**Register map, names as in the netlist**

Scale bar: 20 um.
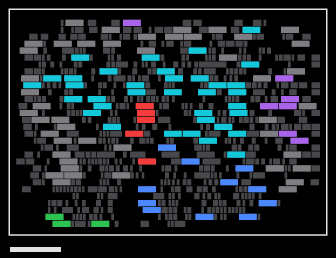
**Placement by cell class**

Scale bar: 20 um.
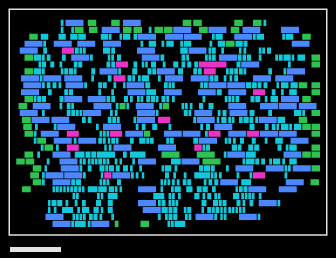
**Track usage over the die**

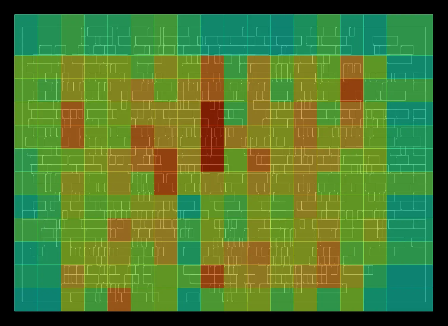
**Clock network drawn from the DEF**

Scale bar: 20 um.
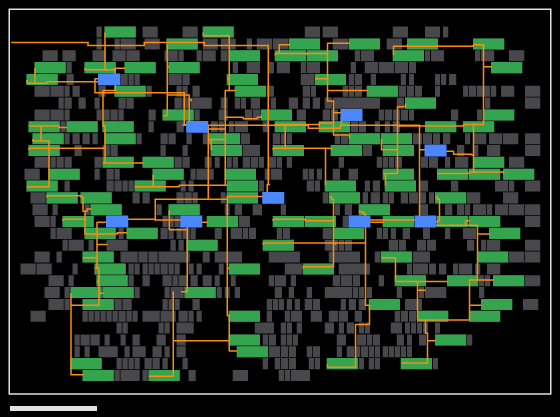
**Logic cells by family**

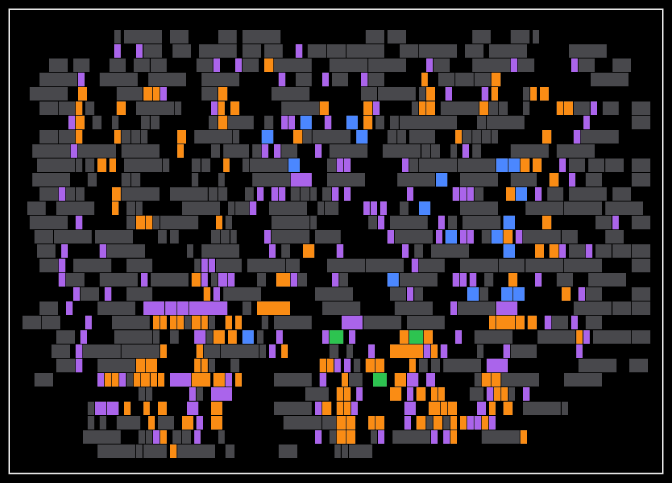
===== src/rtl/leitor_matriz_pkg.sv =====
// ============================================================================
// Module   : leitor_matriz_pkg
// Brief    : Shared sizes, column classification and helpers for the
//            5x7 LED matrix scan receiver.
// Revision : 1.0 - initial release
// ============================================================================
`default_nettype none

package leitor_matriz_pkg;

  localparam int NUM_COLS = 5;
  localparam int NUM_LINS = 7;

  typedef enum logic [1:0] {
    COL_VALIDA  = 2'd0,
    COL_APAGADA = 2'd1,
    COL_ILEGAL  = 2'd2
  } col_class_t;

  function automatic logic [2:0] onehot_idx(input logic [NUM_COLS-1:0] v);
    logic [2:0] idx;
    idx = '0;
    for (int i = 0; i < NUM_COLS; i++) begin
      if (v[i]) idx = 3'(i);
    end
    return idx;
  endfunction

endpackage

`default_nettype wire


===== src/rtl/leitor_coluna.sv =====
// ============================================================================
// Module   : leitor_coluna
// Brief    : Registers the scan lines, normalises polarity, classifies the
//            column pattern and strobes a capture once per settled dwell.
// Revision : 1.0 - initial release
// ============================================================================
`default_nettype none

module leitor_coluna
  import leitor_matriz_pkg::*;
#(
  parameter int SETTLE     = 4,
  parameter bit ACTIVE_LOW = 1'b1
) (
  input  logic                clock,
  input  logic                reset_n,
  input  logic [NUM_COLS-1:0] col,
  input  logic [NUM_LINS-1:0] lin,
  output col_class_t          classe,
  output logic                captura,
  output logic [2:0]          indice,
  output logic [NUM_LINS-1:0] linha
);

  localparam int                   c_cw     = $clog2(SETTLE + 1);
  localparam logic [c_cw-1:0]      c_settle = c_cw'(SETTLE);
  localparam logic [NUM_COLS-1:0]  c_pol_c  = {NUM_COLS{ACTIVE_LOW}};
  localparam logic [NUM_LINS-1:0]  c_pol_l  = {NUM_LINS{ACTIVE_LOW}};

  logic [NUM_COLS-1:0] r_col;
  logic [NUM_LINS-1:0] r_lin;
  logic [c_cw-1:0]     r_cnt;
  logic [c_cw-1:0]     w_cnt_next;
  logic [2:0]          r_idx;
  logic [2:0]          w_idx;
  logic                w_onehot;
  logic                w_mesma;

  always_ff @(posedge clock) begin
    if (!reset_n) begin
      r_col <= '0;
      r_lin <= '0;
    end else begin
      r_col <= col ^ c_pol_c;
      r_lin <= lin ^ c_pol_l;
    end
  end

  assign w_onehot = (r_col != '0) && ((r_col & (r_col - 1'b1)) == '0);
  assign w_idx    = onehot_idx(r_col);
  // r_cnt is non-zero only if the previous registered cycle was a valid column
  assign w_mesma  = (r_cnt != '0) && (w_idx == r_idx);

  always_comb begin
    classe     = COL_ILEGAL;
    w_cnt_next = '0;
    captura    = 1'b0;
    if (r_col == '0) begin
      classe = COL_APAGADA;
    end else if (w_onehot) begin
      classe = COL_VALIDA;
      if (!w_mesma)               w_cnt_next = c_cw'(1);
      else if (r_cnt == c_settle) w_cnt_next = r_cnt;
      else                        w_cnt_next = r_cnt + c_cw'(1);
      captura = (w_cnt_next == c_settle) && !(w_mesma && (r_cnt == c_settle));
    end
  end

  always_ff @(posedge clock) begin
    if (!reset_n) begin
      r_cnt <= '0;
      r_idx <= '0;
    end else begin
      r_cnt <= w_cnt_next;
      if (classe == COL_VALIDA) r_idx <= w_idx;
    end
  end

  assign indice = w_idx;
  assign linha  = r_lin;

endmodule

`default_nettype wire


===== src/rtl/leitor_matriz.sv =====
// ============================================================================
// Module   : leitor_matriz
// Brief    : Rebuilds the displayed 5x7 frame from the scan lines, flags scan
//            faults, blank matrix and frame stability.
//            Optional stability tracking: define LEITOR_MATRIZ_STABLE_EN.
// Revision : 1.0 - initial release
// ============================================================================
`default_nettype none

module leitor_matriz
  import leitor_matriz_pkg::*;
#(
  parameter int SETTLE        = 4,
  parameter int STABLE_FRAMES = 3,
  parameter int BLANK_TIMEOUT = 1024,
  parameter bit ACTIVE_LOW    = 1'b1
) (
  input  logic                clock,
  input  logic                reset_n,
  input  logic [NUM_COLS-1:0] col,
  input  logic [NUM_LINS-1:0] lin,
  output logic [NUM_LINS-1:0] mapa0,
  output logic [NUM_LINS-1:0] mapa1,
  output logic [NUM_LINS-1:0] mapa2,
  output logic [NUM_LINS-1:0] mapa3,
  output logic [NUM_LINS-1:0] mapa4,
  output logic                quadro_ok,
  output logic                quadro_mudou,
  output logic                estavel,
  output logic                apagado,
  output logic                erro_varredura
);

  if (SETTLE < 1 || STABLE_FRAMES < 1 || BLANK_TIMEOUT < 1) begin : g_param_check
    $error("leitor_matriz: SETTLE, STABLE_FRAMES and BLANK_TIMEOUT must be >= 1");
  end

  localparam int              c_bw      = $clog2(BLANK_TIMEOUT + 1);
  localparam logic [c_bw-1:0] c_timeout = c_bw'(BLANK_TIMEOUT);

  col_class_t                               w_classe;
  logic                                     w_captura;
  logic [2:0]                               w_indice;
  logic [NUM_LINS-1:0]                      w_linha;
  logic [NUM_COLS-1:0]                      w_cap_mask;
  logic [NUM_COLS-1:0][NUM_LINS-1:0]        r_shadow;
  logic [NUM_COLS-1:0][NUM_LINS-1:0]        r_mapa;
  logic [NUM_COLS-1:0]                      r_visto;
  logic [c_bw-1:0]                          r_blank_cnt;
  logic [c_bw-1:0]                          w_blank_next;
  logic                                     w_timeout;
  logic                                     w_commit;
  logic                                     r_ok;
  logic                                     r_apagado;

  leitor_coluna #(
    .SETTLE     (SETTLE),
    .ACTIVE_LOW (ACTIVE_LOW)
  ) u_coluna (
    .clock   (clock),
    .reset_n (reset_n),
    .col     (col),
    .lin     (lin),
    .classe  (w_classe),
    .captura (w_captura),
    .indice  (w_indice),
    .linha   (w_linha)
  );

  always_comb begin
    w_blank_next = r_blank_cnt;
    if (w_classe == COL_VALIDA) begin
      w_blank_next = '0;
    end else if (w_classe == COL_APAGADA && r_blank_cnt != c_timeout) begin
      w_blank_next = r_blank_cnt + c_bw'(1);
    end
  end

  assign w_timeout  = (w_blank_next == c_timeout);
  // a blank timeout suppresses a commit that lands in the same cycle
  assign w_commit   = (r_visto == '1) && !w_timeout;
  assign w_cap_mask = w_captura ? (NUM_COLS'(1) << w_indice) : '0;

  always_ff @(posedge clock) begin
    if (!reset_n) begin
      r_shadow    <= '0;
      r_mapa      <= '0;
      r_visto     <= '0;
      r_blank_cnt <= '0;
      r_ok        <= 1'b0;
      r_apagado   <= 1'b0;
    end else begin
      r_blank_cnt <= w_blank_next;
      r_apagado   <= w_timeout;
      r_ok        <= w_commit;
      for (int i = 0; i < NUM_COLS; i++) begin
        if (w_captura && (w_indice == 3'(i))) r_shadow[i] <= w_linha;
      end
      if (w_timeout)     r_mapa <= '0;
      else if (w_commit) r_mapa <= r_shadow;
      if (w_timeout || w_classe == COL_ILEGAL) r_visto <= '0;
      else r_visto <= ((r_visto == '1) ? '0 : r_visto) | w_cap_mask;
    end
  end

`ifdef LEITOR_MATRIZ_STABLE_EN
  localparam int              c_sw   = $clog2(STABLE_FRAMES + 1);
  localparam logic [c_sw-1:0] c_stab = c_sw'(STABLE_FRAMES);

  logic [c_sw-1:0] r_stab_cnt;
  logic [c_sw-1:0] w_stab_next;
  logic            w_mudou;
  logic            r_mudou;
  logic            r_estavel;

  // a zero stable count marks the first commit after reset or blank
  always_comb begin
    w_mudou     = w_commit && ((r_stab_cnt == '0) || (r_shadow != r_mapa));
    w_stab_next = r_stab_cnt;
    if (w_timeout)                                 w_stab_next = '0;
    else if (w_mudou)                              w_stab_next = c_sw'(1);
    else if (w_commit && r_stab_cnt != c_stab)     w_stab_next = r_stab_cnt + c_sw'(1);
  end

  always_ff @(posedge clock) begin
    if (!reset_n) begin
      r_stab_cnt <= '0;
      r_mudou    <= 1'b0;
      r_estavel  <= 1'b0;
    end else begin
      r_stab_cnt <= w_stab_next;
      r_mudou    <= w_mudou;
      r_estavel  <= (w_stab_next == c_stab);
    end
  end

  assign quadro_mudou = r_mudou;
  assign estavel      = r_estavel;
`else
  assign quadro_mudou = 1'b0;
  assign estavel      = 1'b0;
`endif

  assign mapa0          = r_mapa[0];
  assign mapa1          = r_mapa[1];
  assign mapa2          = r_mapa[2];
  assign mapa3          = r_mapa[3];
  assign mapa4          = r_mapa[4];
  assign quadro_ok      = r_ok;
  assign apagado        = r_apagado;
  assign erro_varredura = (w_classe == COL_ILEGAL);

endmodule

`default_nettype wire

===== config.mk =====
export PLATFORM = sky130hd
export DESIGN_NAME = leitor_matriz
export DESIGN_NICKNAME = d
export VERILOG_FILES = /design/src/rtl/leitor_matriz_pkg.sv /design/src/rtl/leitor_coluna.sv /design/src/rtl/leitor_matriz.sv
export SDC_FILE = /design/constraint.sdc
export NUM_CORES = 1
export LEC_CHECK = 0
export ABC_AREA = 1
export CORE_ASPECT_RATIO = 0.7
export CORE_MARGIN = 2
export CORE_UTILIZATION = 46
export CTS_BUF_LIST = sky130_fd_sc_hd__clkbuf_8
export DETAILED_ROUTE_END_ITERATION = 10
export PLACE_DENSITY_LB_ADDON = 0.08
export SKIP_CTS_REPAIR_TIMING = 1
export SLEW_MARGIN = 20
export SYNTH_ARGS = -nofsm -noshare
export SYNTH_HDL_FRONTEND = slang
export SYNTH_HIERARCHICAL = 1
export SYNTH_SLANG_ARGS = --single-unit

===== constraint.sdc =====
create_clock -name clock -period 2.8 [get_ports clock]
set_input_delay 0.42 -clock clock [delete_from_list [all_inputs] [get_ports clock]]
set_output_delay 0.42 -clock clock [all_outputs]
set_load 0.01 [all_outputs]

==> run summary <==
Notes on the physical design

The run finished with clean final reports. The total length of routed wires is roughly 10000 um. The number of instances in the synthesized netlist is ~610. Dividing total power by cell area gives a power density of about 500 mW/mm2.

The global routing usage on met2 is a little under a third. The final layout report lists a non-clock inverter count of approximately 57. The number of global-route vias before repair is ~3600. The violation tally recorded at the end of detailed-routing iteration 0 is roughly 230. Yosys instantiated no cell more often than sky130_fd_sc_hd__nor2_1.

The total power is approximately 0.0027 W. The largest family of logic cells by area is simple AND/OR/NAND/NOR gates. The critical path is of the reg2reg type. The kind of cell with the highest combined delay along the critical path is simple AND/OR/NAND/NOR gates. The largest single stage delay on the critical path is 370 ps.

The most critical setup path has its endpoint at r_visto[3]. The number of buffer cells added on primary ports is between 50 and 60. TritonCTS built the clock tree.

The die extent in x is approximately 120 um. The repair_antennas step left the layout with diodes totalling 0. Of the total power, the clock network draws 36.3%. The largest registers in the layout are r_shadow: 35 flops, r_blank_cnt: 11 flops. The pin closest to its max-slew limit shows a slew of approximately 750 ps. The combinational gate count is about 420.

Combinational logic is responsible for just under 7% of the overall power. The global-route wire length before repair is 16600 um. The timing report shows the most common cell along the critical path to be sky130_fd_sc_hd__nand2_1. The final-report hold violation count is 0. The slack of the worst reg-to-reg path is about 230 ps. The count of warnings emitted by yosys is 6. The startpoint class of the critical path is a flop. The cell-internal power is a little over 0.002 W. On the final layout, the worst hold slack is 455 ps.

The number of primary I/O pins is 54. The height of the die is 88.0 um. After detailed routing, the number of vias per cell comes to about 4.9. The register with the most flip-flops is r_shadow. The max-slew violation count is 0.

From the final report, the count of setup violators was given as 0. Setup repair after global routing left no endpoint under its margin. The post-synthesis cell count from yosys is approximately 610. For this run, global-route usage on met1 was measured as between 20% and 30%.

The top cell class by occupied area is combinational gates. Per the CTS log, the maximum H-tree level is 3. The number of distinct library cells after synthesis is 30. The headroom to the max-slew limit is between 40% and 50%. The buffer depth of the longest clock path is 2. The detailed router reports a met2 wire length of about 4300 um. In the final layout, non-clock buffers account for 10.8% of the cell area.
Notes on 'register map, names as in the netlist' above:
`r_visto` -> red  # flops 5, where center
`mapa2` -> purple  # flops 7
`u_coluna/r_cnt` -> green  # flops 3
`r_blank_cnt` -> blue  # flops 11
`r_shadow` -> cyan  # flops 35
not colored = 45
total area of sequential cells: 0.00212 mm2
sequential fraction of total cell area: 38.9%
sequential logic power: 0.00154 W
Util after Layout: 55.9%

Notes on 'placement by cell class' above:
clock drivers and dummy loads -> magenta  # cells 15, share of their area 4.0%
remaining logic cells -> cyan  # cells 473, share of their area 45%
remaining buffers and delay cells -> green  # cells 57, share of their area 11%
sequential cells -> blue  # cells 106, share of their area 40%

Notes on 'track usage over the die' above:
M3 GR Usage: 4.56%
drt wl/cell: 12.7 um

Notes on 'clock network drawn from the DEF' above:
clock-net drivers -> blue  # count 9
flip-flops -> green  # count 106
clock wires -> orange  # length 1220 um
routed clock nets = 10

Notes on 'logic cells by family' above:
and/or cells -> blue  # cells 19, most used or2_2
nor cells -> purple  # cells 147, most used nor2_1, where all over the die
non-inverting ao/oa cells -> green  # cells 3, most used a21o_1
nand cells -> orange  # cells 137, most used nand2_1
number of non-filler instances in the completed layout: 779
multi-input combinational area share: 39.5%

Power figures rest on the tool's default switching activity, not on a simulated workload.
